## config.mk

```make
export PLATFORM = sky130hd
export DESIGN_NAME = if_prefetch_unit
export DESIGN_NICKNAME = d
export VERILOG_FILES = /design/src/rtl/if_prefetch_unit.sv
export SDC_FILE = /design/constraint.sdc
export NUM_CORES = 1
export LEC_CHECK = 0
export CAP_MARGIN = 25
export CORE_MARGIN = 2
export CORE_UTILIZATION = 50
export CTS_BUF_LIST = sky130_fd_sc_hd__clkbuf_16
export DETAILED_ROUTE_END_ITERATION = 10
export PLACE_DENSITY = 0.69
export SLEW_MARGIN = 0
export SYNTH_ARGS = -nofsm -noshare
export SYNTH_HDL_FRONTEND = slang
export SYNTH_SLANG_ARGS = --single-unit
```

## constraint.sdc

```tcl
create_clock -name clk -period 8.2 [get_ports clk]
set_input_delay 1.23 -clock clk [delete_from_list [all_inputs] [get_ports clk]]
set_output_delay 1.23 -clock clk [all_outputs]
set_load 0.03 [all_outputs]
```

## src/rtl/if_prefetch_unit.sv

```systemverilog
// if_prefetch_unit: instruction fetch front end with an in-order prefetch FIFO.
// Issues credit-limited fetch requests, tags each returned word with its PC,
// queues it for decode, and on a branch/jump redirect flushes the queue and
// discards responses that are still in flight.
// Optional build macro: IF_BRJ_BYPASS_EN. When it is defined, the redirect
// target is fetched in the same cycle as brj_i.
module if_prefetch_unit #(
   parameter int                    DATA_WIDTH = 32,
   parameter int                    ADDR_WIDTH = 32,
   parameter int                    FIFO_DEPTH = 4,
   parameter logic [DATA_WIDTH-1:0] RESET_PC   = '0
) (
   input  logic                  clk,
   input  logic                  rst_n,
   input  logic                  brj_i,
   input  logic [DATA_WIDTH-1:0] brj_pc_i,
   output logic                  instr_req_o,
   output logic [ADDR_WIDTH-1:0] instr_addr_o,
   input  logic                  instr_gnt_i,
   input  logic                  instr_rvalid_i,
   input  logic [DATA_WIDTH-1:0] instr_rdata_i,
   output logic                  d_valid_o,
   input  logic                  d_ready_i,
   output logic [DATA_WIDTH-1:0] d_instruction_o,
   output logic [DATA_WIDTH-1:0] d_pc_o,
   output logic [DATA_WIDTH-1:0] d_pc4_o,
   output logic                  flush_inst_o
);

   localparam int PTR_W = $clog2(FIFO_DEPTH);
   localparam int CNT_W = PTR_W + 1;
   localparam logic [DATA_WIDTH-1:0] NOP     = DATA_WIDTH'(32'h0000_0013);
   localparam logic [DATA_WIDTH-1:0] PC_STEP = DATA_WIDTH'(4);
   localparam logic [CNT_W:0]        DEPTH_W = (CNT_W+1)'(FIFO_DEPTH);

   logic [DATA_WIDTH-1:0] pc;
   logic [DATA_WIDTH-1:0] resp_pc;
   logic [DATA_WIDTH-1:0] brj_target;
   logic [DATA_WIDTH-1:0] fetch_addr;
   logic [DATA_WIDTH-1:0] last_pc;
   logic [DATA_WIDTH-1:0] last_pc4;
   logic [DATA_WIDTH-1:0] head_instr;
   logic [DATA_WIDTH-1:0] head_pc;
   logic [CNT_W-1:0]      outstanding;
   logic [CNT_W-1:0]      discard;
   logic [CNT_W-1:0]      fifo_count;
   logic [CNT_W:0]        credit_used;
   logic [PTR_W-1:0]      wr_ptr;
   logic [PTR_W-1:0]      rd_ptr;
   logic [DATA_WIDTH-1:0] fifo_instr [FIFO_DEPTH];
   logic [DATA_WIDTH-1:0] fifo_pc    [FIFO_DEPTH];

   logic rsp_ok;
   logic rsp_drop;
   logic push;
   logic pop;
   logic grant;

   // Redirect target is word aligned; masking keeps every input bit in use.
   assign brj_target = brj_pc_i & ~DATA_WIDTH'(3);

   // A response only counts if something is actually in flight.
   assign rsp_ok   = instr_rvalid_i && (outstanding != '0);
   assign rsp_drop = rsp_ok && (discard != '0);
   assign push     = rsp_ok && (discard == '0) && !brj_i;

   assign head_instr = fifo_instr[rd_ptr];
   assign head_pc    = fifo_pc[rd_ptr];

   assign d_valid_o    = (fifo_count != '0) && !brj_i;
   assign pop          = d_valid_o && d_ready_i;
   assign flush_inst_o = !brj_i;

   // Request generation: never ask for more words than the FIFO can hold,
   // counting both queued words and words still in flight.
`ifdef IF_BRJ_BYPASS_EN
   always_comb begin
      credit_used = {1'b0, outstanding} + {1'b0, fifo_count};
      fetch_addr  = pc;
      if (brj_i) begin
         // The queue is being flushed this cycle, so only in-flight words use credit.
         credit_used = {1'b0, outstanding};
         fetch_addr  = brj_target;
      end
      instr_req_o = rst_n && (credit_used < DEPTH_W);
   end
`else
   always_comb begin
      credit_used = {1'b0, outstanding} + {1'b0, fifo_count};
      fetch_addr  = pc;
      instr_req_o = rst_n && !brj_i && (credit_used < DEPTH_W);
   end
`endif

   assign instr_addr_o = fetch_addr[ADDR_WIDTH-1:0];
   assign grant        = instr_req_o && instr_gnt_i;

   // Fetch PC: redirect wins over the normal +4 advance on grant.
   always_ff @(posedge clk or negedge rst_n) begin
      if (!rst_n) begin
         pc <= RESET_PC;
      end else if (brj_i) begin
`ifdef IF_BRJ_BYPASS_EN
         pc <= grant ? brj_target + PC_STEP : brj_target;
`else
         pc <= brj_target;
`endif
      end else if (grant) begin
         pc <= pc + PC_STEP;
      end
   end

   // Response PC tag follows accepted (queued) responses only.
   always_ff @(posedge clk or negedge rst_n) begin
      if (!rst_n)      resp_pc <= RESET_PC;
      else if (brj_i)  resp_pc <= brj_target;
      else if (push)   resp_pc <= resp_pc + PC_STEP;
   end

   // In-flight request counter: grant adds one, any valid response removes one.
   always_ff @(posedge clk or negedge rst_n) begin
      if (!rst_n) begin
         outstanding <= '0;
      end else begin
         case ({grant, rsp_ok})
            2'b10:   outstanding <= outstanding + CNT_W'(1);
            2'b01:   outstanding <= outstanding - CNT_W'(1);
            default: outstanding <= outstanding;
         endcase
      end
   end

   // Stale-response counter: everything in flight at a redirect (except a
   // response arriving in that same cycle) belongs to the old path. A grant in
   // the redirect cycle is already for the target, so it is not counted.
   always_ff @(posedge clk or negedge rst_n) begin
      if (!rst_n)        discard <= '0;
      else if (brj_i)    discard <= outstanding - CNT_W'(rsp_ok);
      else if (rsp_drop) discard <= discard - CNT_W'(1);
   end

   // FIFO pointers and occupancy; a redirect empties the queue.
   always_ff @(posedge clk or negedge rst_n) begin
      if (!rst_n) begin
         wr_ptr     <= '0;
         rd_ptr     <= '0;
         fifo_count <= '0;
      end else if (brj_i) begin
         wr_ptr     <= '0;
         rd_ptr     <= '0;
         fifo_count <= '0;
      end else begin
         if (push) wr_ptr <= wr_ptr + PTR_W'(1);
         if (pop)  rd_ptr <= rd_ptr + PTR_W'(1);
         case ({push, pop})
            2'b10:   fifo_count <= fifo_count + CNT_W'(1);
            2'b01:   fifo_count <= fifo_count - CNT_W'(1);
            default: fifo_count <= fifo_count;
         endcase
      end
   end

   // FIFO storage; contents need no reset because occupancy gates every read.
   always_ff @(posedge clk) begin
      if (push) begin
         fifo_instr[wr_ptr] <= instr_rdata_i;
         fifo_pc[wr_ptr]    <= resp_pc;
      end
   end

   // Remember the last PCs shown to decode so they hold while the queue is idle.
   always_ff @(posedge clk or negedge rst_n) begin
      if (!rst_n) begin
         last_pc  <= '0;
         last_pc4 <= '0;
      end else if (d_valid_o) begin
         last_pc  <= head_pc;
         last_pc4 <= head_pc + PC_STEP;
      end
   end

   // Decode outputs: FIFO head when valid, NOP and held PCs otherwise.
   always_comb begin
      d_instruction_o = NOP;
      d_pc_o          = last_pc;
      d_pc4_o         = last_pc4;
      if (d_valid_o) begin
         d_instruction_o = head_instr;
         d_pc_o          = head_pc;
         d_pc4_o         = head_pc + PC_STEP;
      end
   end

endmodule

```

==> flow_metrics.tcl <==
# implementation run metrics
set metrics [dict create \
    die_x_um 186.5 \
    yosys.area_share.aoi_pct 5.630 \
    crit_chain "buf_4, mux4_2, and3_1, nand4_1, or4_1, a31oi_1, clkdlybuf4s50_1" \
    areaGrowthSynthToFinish_pct 22.32 \
    grt_usage_pct 21.64 \
    postCtsSetupBuffers 0 \
    drtIter0Drc 1001 \
    synth-async-reset-ratio_pct 35.58 \
    simple_gate_area_share_pct 12.78 \
    crit_slowest_cell "buf_4" \
    cts_root_buf "clkbuf_16" \
    numCtsBuffers 40 \
    dr.pass1.iters 5 \
    p_leak_uw 0.007329 \
    max_freq_ghz 0.1708 \
    grt_max_degree 74 \
    holdBufCountCts 0 \
    dp.cells 1768 \
    cts_buffer_depth 3 \
    synth_seq_share_pct 65.33 \
    top_area_cell "edfxtp_1" \
    synth-main-ff-cell "edfxtp_1" \
    min_to "last_pc[20]" \
    muxShareOfSynthArea_pct 9.892 \
    crit_end "d_pc4_o[30]" \
    antenna_cells 0 \
    status "finished clean" \
    max_slew_margin_pct 33.64 \
    min_delay_path_depth 2 \
    dominant_cells "sequential cells" \
    placed_area_sq_um 18950 \
    avgRoutedWirePerCell_um 20.49 \
    critPathMaxFanout 47 \
    setup_tns_ns 0 \
    netlist.area_leader.share_pct 44.74 \
    yosysWarnings 0 \
    common_cells "248 x edfxtp_1, 162 x nand2_1, 137 x dfrtp_1" \
    setup_viol 0 \
    mi_logic_area_sq_um 5370 \
    htree_levels 2 \
    seq_share_pct 53.44 \
]
==> state kept, by name, indices dropped and copies added, names as in the netlist <==
register,count
last_pc,32
fifo_count,3
outstanding,3
resp_pc,30
last_pc4,32
rd_ptr,2
wr_ptr,2
discard,3
fifo_pc,120
instr_addr_o,30
fifo_instr,128
==> report_power, final <==
group | leakage (uW) | switching [uW] | total (uW) | internal (uW)
registers | 0.00389 | 136 | 2440 | 2310
clock network | 0.000700 | 747 | 1930 | 1180
logic | 0.00273 | 975 | 1610 | 640
total | 0.00733 | 1860 | 5990 | 4130
==> layer usage <==
layer,GRT usage (%),part of all wire [%]
met1,31.93,45
met3,3.536,6.5
met4,4.945,1.6
met5,0,0
met2,34.21,47
Fig. 1: the metal 1 layer
Scale bar: 50 um. Supply wires on this layer in grey.
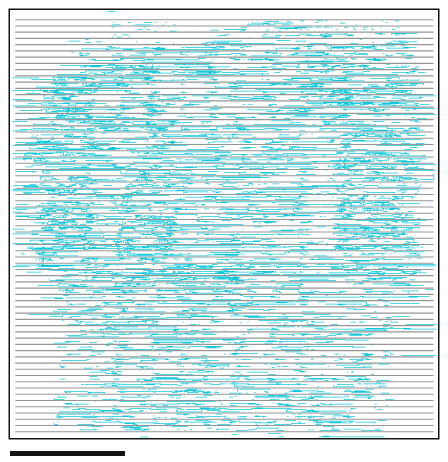
The longest straight run is 55.7 um. The layer holds 45% of the routed length. The layer carries 17000 um of wire. 1329 nets have wire on it. The wires run mostly horizontal.
final WL: 37.72 mm
vias: 10730
GRT met1 Usage: 31.93%

Fig. 2: metal 2
Cells faint in the background.
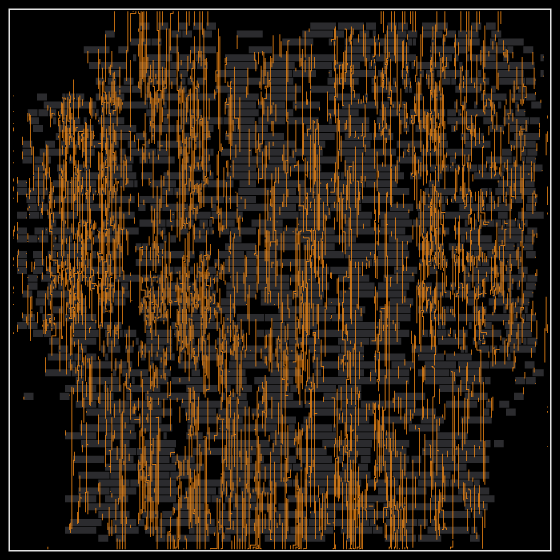
The wires run mostly vertical. The layer holds 47% of the routed length. 1260 nets have wire on it. The layer carries 17700 um of wire. The longest straight run is 56.1 um.
met2 Usage GRT: 34.21%

Fig. 3: signal wires on met3
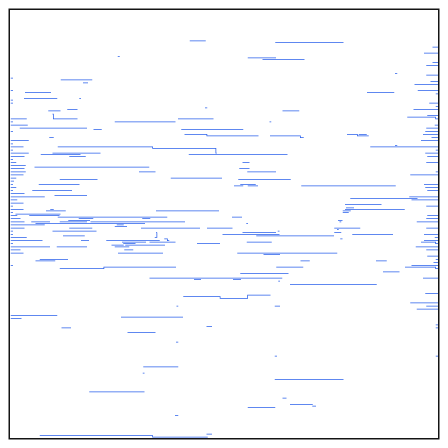
The wires run mostly horizontal. The layer holds 6.5% of the routed length. 191 nets have wire on it. The longest straight run is 57.5 um. The layer carries 2440 um of wire.
global-route met3 utilization: 3.536%

Fig. 4: M4 wires
Supply wires on this layer in grey.
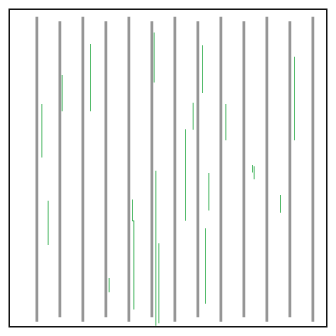
The layer carries 614 um of wire. 10 nets have wire on it. The layer holds 1.6% of the routed length. The wires run mostly vertical. The longest straight run is 91.1 um.

Power is estimated from default activity; no workload was simulated.
